[src/rtl/xy_rr_arbiter.sv]
// xy_rr_arbiter
//   Round-robin arbiter with registered grant outputs. A grant is held while
//   the owner keeps requesting; every grant is followed by at least one idle
//   cycle before the next grant is issued.
//
//   Optional feature (compile-time macro XY_ARB_TIMEOUT_EN):
//     Limits a grant to MAX_HOLD consecutive cycles. On a forced release,
//     timeout pulses and the owner is masked until it drops its request.
//     Without the macro, grants are held indefinitely and timeout is tied low.
//
//   Parameters:
//     N        - number of requesters (2..8)
//     MAX_HOLD - hold limit in grant cycles (2..255)
//   Ports:
//     clk     - clock, all state updates on posedge
//     rst_n   - asynchronous active-low reset
//     x_sig   - request vector, bit i = requester i
//     y_sig   - registered one-hot-or-zero grant vector
//     busy    - registered, high while any grant is active
//     timeout - registered one-cycle pulse on forced release
//     owner   - registered index of the current or last owner
module xy_rr_arbiter #(
  parameter int N        = 4,
  parameter int MAX_HOLD = 8
) (
  input  logic                 clk,
  input  logic                 rst_n,
  input  logic [N-1:0]         x_sig,
  output logic [N-1:0]         y_sig,
  output logic                 busy,
  output logic                 timeout,
  output logic [$clog2(N)-1:0] owner
);

  localparam int PW = $clog2(N);
  localparam int HW = $clog2(MAX_HOLD + 1);

  localparam logic [0:0] IDLE  = 1'b0;
  localparam logic [0:0] GRANT = 1'b1;

  logic [0:0]     state;
  logic [PW-1:0]  ptr;
  logic [HW-1:0]  hold_cnt;
  logic [N-1:0]   mask;
  logic [N-1:0]   eligible;
  logic [2*N-1:0] rot;
  logic           pick_found;
  logic [PW-1:0]  pick_idx;
  logic [PW-1:0]  next_ptr;
  logic           owner_req;
  logic           hold_hit;
  logic           drop_grant;

  assign eligible = x_sig & ~mask;

  // Rotate the doubled request vector so bit 0 is the requester at ptr;
  // the first set bit then gives the round-robin winner as an offset.
  assign rot = {eligible, eligible} >> ptr;

  always_comb begin
    pick_found = 1'b0;
    pick_idx   = '0;
    for (int unsigned i = 0; i < N; i++) begin
      if (!pick_found && rot[i]) begin
        pick_found = 1'b1;
        pick_idx   = PW'((32'(ptr) + i) % N);
      end
    end
  end

  assign next_ptr   = (owner == PW'(N - 1)) ? '0 : owner + 1'b1;
  assign owner_req  = x_sig[owner];
  assign drop_grant = !owner_req || hold_hit;

  always_ff @(posedge clk or negedge rst_n) begin
    if (!rst_n) begin
      state    <= IDLE;
      y_sig    <= '0;
      busy     <= 1'b0;
      owner    <= '0;
      ptr      <= '0;
      hold_cnt <= '0;
    end else if (state == IDLE) begin
      hold_cnt <= '0;
      if (pick_found) begin
        state    <= GRANT;
        y_sig    <= {{(N-1){1'b0}}, 1'b1} << pick_idx;
        busy     <= 1'b1;
        owner    <= pick_idx;
        hold_cnt <= HW'(1);
      end
    end else begin
      if (drop_grant) begin
        state    <= IDLE;
        y_sig    <= '0;
        busy     <= 1'b0;
        ptr      <= next_ptr;
        hold_cnt <= '0;
      end else if (hold_cnt != HW'(MAX_HOLD)) begin
        hold_cnt <= hold_cnt + 1'b1;
      end
    end
  end

`ifdef XY_ARB_TIMEOUT_EN
  logic           forced;
  logic [N-1:0]   owner_oh;

  assign hold_hit = (hold_cnt == HW'(MAX_HOLD));
  assign forced   = (state == GRANT) && owner_req && hold_hit;
  assign owner_oh = {{(N-1){1'b0}}, 1'b1} << owner;

  // A mask bit clears on any edge where its request is sampled low, and is
  // set for the owner on a forced release (its request is high then).
  always_ff @(posedge clk or negedge rst_n) begin
    if (!rst_n) begin
      mask    <= '0;
      timeout <= 1'b0;
    end else begin
      timeout <= forced;
      mask    <= (mask & x_sig) | (forced ? owner_oh : '0);
    end
  end
`else
  assign hold_hit = 1'b0;
  assign mask     = '0;
  assign timeout  = 1'b0;
`endif

endmodule

[config.mk]
export PLATFORM = sky130hd
export DESIGN_NAME = xy_rr_arbiter
export DESIGN_NICKNAME = d
export VERILOG_FILES = /design/src/rtl/xy_rr_arbiter.sv
export SDC_FILE = /design/constraint.sdc
export NUM_CORES = 1
export LEC_CHECK = 0
export CAP_MARGIN = 25
export CORE_AREA = 3 3 40 42
export CTS_CLUSTER_DIAMETER = 100
export DETAILED_ROUTE_END_ITERATION = 8
export DIE_AREA = 0 0 43 45
export GPL_TIMING_DRIVEN = 0
export PLACE_DENSITY = 0.68
export SYNTH_ARGS = -nofsm -noshare
export SYNTH_HDL_FRONTEND = slang
export SYNTH_SLANG_ARGS = --single-unit
[constraint.sdc]
create_clock -name clk -period 1.85 [get_ports clk]
set_input_delay 0.185 -clock clk [delete_from_list [all_inputs] [get_ports clk]]
set_output_delay 0.185 -clock clk [all_outputs]
set_load 0.02 [all_outputs]
Figure 1. Where the registers sit.
Other sequential cells in the stronger grey, the rest of the logic in the fainter grey.
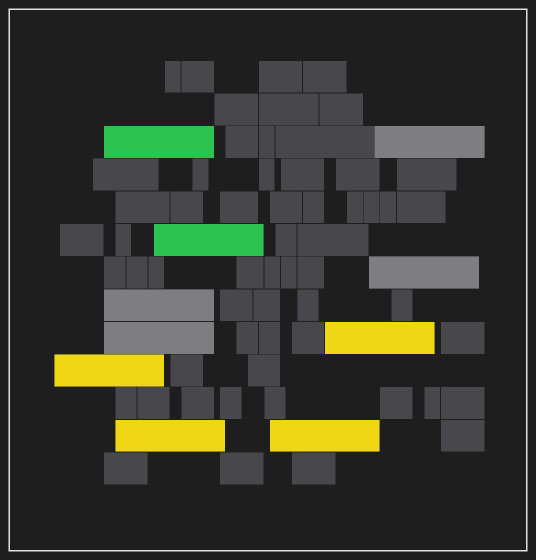
ptr: shown in green, placed flops 2. y_sig: shown in yellow, placed flops 4.
Seq. cell area: 250 um2
P_seq: 0.418 mW
fin util: 0.556
fraction of area in registers: 0.350

Figure 2. Gate families picked out.
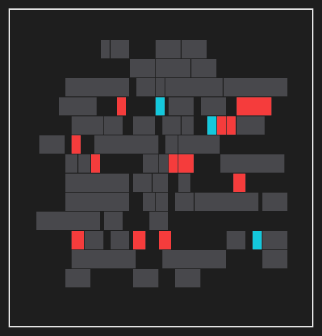
nand cells: shown in red, cells 12. inv cells: shown in cyan, cells 3.

Figure 3. PDN straps and rails.
Pins as bars on the die edge.
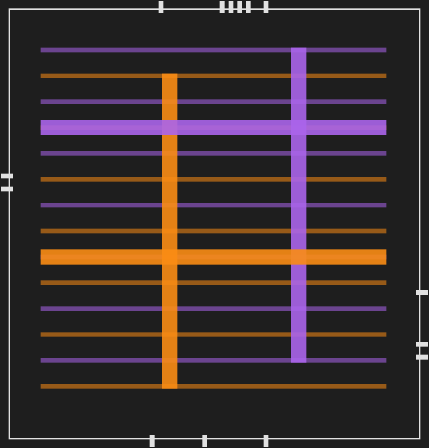
VDD: shown in purple. VSS: shown in orange.
The core has 13 rows. 14 met1 rails follow the rows.

Figure 4. Signal wires on met1.
Supply wires on this layer in grey.
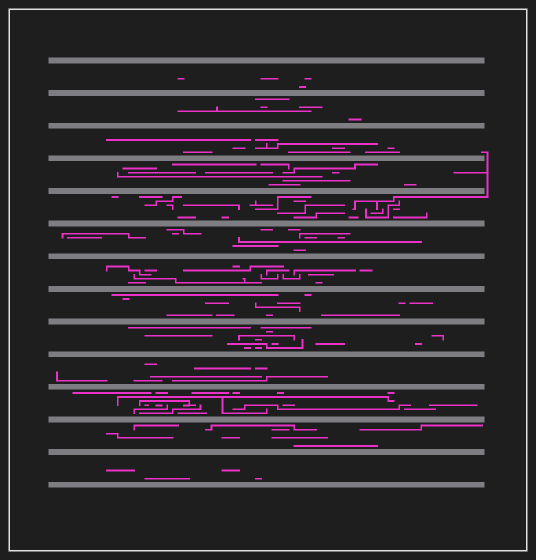
The layer holds 46% of the routed length. The layer carries 510 um of wire.
GRT met1 Usage: 0.163
drt total wl: 1100 um
vias: 436

## power by group through the flow
| stage | Combinational [mW] | Clock [mW] | Sequential (mW) |
|---|---|---|---|
| after detailed placement | 0.633 | 0 | 0.423 |
| after CTS | 0.636 | 0.202 | 0.419 |
| final | 0.629 | 0.197 | 0.418 |
| after global placement | 0.626 | 0 | 0.418 |
| after global routing | 0.686 | 0.210 | 0.434 |
| after floorplan | 0.339 | 0 | 0.487 |
## synthesized netlist by cell type (2+ instances only)
| library cell | instances |
|---|---|
| nor2_1 | 2 |
| o21ai_0 | 2 |
| dfrtp_1 | 10 |
| nand3_1 | 4 |
| inv_1 | 3 |
| a21oi_1 | 3 |
| o31ai_1 | 5 |
| nand2_1 | 6 |
## registers in the layout (all words and copies together), names as in the netlist
name and count:
y_sig 4, owner 2, ptr 2, busy 1, state 1
==> flow_summary_export.csv <==
group,metric,value,unit
finish,final_common_cell,"clkdlybuf4s50_1",
timing,report.final.slew_viol_count,0,
cts,post_cts_buffers,0,
finish,areaGrowthSynthToFinish,32.5,%
finish,nonClkBufAreaFrac,0.201,
setup_path,cp_data_arrival_time,1.83,ns
run,drv_cap,0,
cts,cts_hold_buf,0,
setup_path,reg2reg_from,"owner[0]$_DFFE_PN0P_",
setup_path,critPathMaxStageDelay,0.54,ns
finish,antenna_cells,0,
finish,comb_area,254,um2
global_route,grt_pass1_wl,1840,um
cts,htree_num_levels,1,
routing,wl_met3,37,um
synth,yosys-stat-cells,52,
cts,path_clk_slew,0.07,ns
cts,ctsRootBufferMaster,"clkbuf_4",
routing,initialDrtViolationCount,7,
synth,top_area_frac,0.464,
finish,drive_gt1_frac,0.162,
synth,synth-xor-area-share,0,
synth,synth_adder_area_share,0.0232,
synth,async_flop_share,1.00,
setup_path,rr_endpoint,"ptr[1]$_DFFE_PN0P_",
cts,cts_resized,0,
setup_path,start_kind,"flip-flop",
floorplanning,core.rowCount,13,
pwr,cellPowerDensity,1740,mW/mm2
floorplanning,io_pins,14,
setup_path,cp.required,2.00,ns
timing,period_used_share,0.906,
synth,synthesis.nets,59,
placement,io_buffers,12,
setup_path,worstSetupEndpointType,"flip-flop",
setup_path,worst-setup-path-type,"reg -> reg",
timing,min_period,1.68,ns
placement,pre_cts_slack,-0.0605,ns
global_route,grt_max_degree,11,
synth,synth-main-ff-cell,"dfrtp_1",
setup_path,path_buffers,1,
timing,setup_viol,0,
routing,wl_met1,509,um
timing,setup_tns,0,ns
timing,skew,0.00177,ns
finish,final_cells,83,
pwr,switchingPower,0.483,mW
cts,cts_tree,"yes",
synth,ys_ff,10,
pwr,power,1.24,mW
run,log.warning_count,26,
setup_path,cp_max_fo,8,
global_route,use_met3,0.0239,
finish,flop-count,10,
finish,fillers,109,
routing,vias_per_cell,5.25,
global_route,antenna_found_initial,0,
finish,logic_gates,36,
global_route,grtUsageMet2,0.207,
global_route,busiest_layer,"met2",
setup_path,startpoint,"owner[0]$_DFFE_PN0P_",
cts,clk_latency,0.26,ns
placement,dp_cells,79,
placement,place_hpwl,815,um
finish,comb_share,0.356,
cts,clock_path_buffers,2,
setup_path,cpLargestDelayFamily,"multiplexers",
pwr,p_seq_frac,0.336,
run_status,status,"finished clean",
synth,top_area_cell,"dfrtp_1",
floorplanning,coreArea,0.00128,mm2
global_route,first_global_vias,412,
setup_path,worstSetupPathDepth,4,
setup_path,slowest_stage,"mux4_2",
finish,fin_nets,76,
pwr,power_frac_comb,0.506,
synth,yosysChipArea,539,um2
worst_hold_path,hp-class,"in -> async",
synth,synth.cellmix.simpleShare,0.151,
timing,hold_violations,0,
timing,fin_ws,0.173,ns
floorplanning,initCoreUtil,0.420,
synth,syn_inst,52,
routing,drtPass1Iterations,4,
pwr,vdd_drop_max,0.784,mV
routing,drc,0,
routing,wire_per_inst,13.2,um
finish,clkCellAreaFrac,0.0508,
synth,topCombFamilyByArea,"AND-OR/OR-AND gates",
timing,holdWs,0.238,ns
Power is estimated from default activity; no workload was simulated.
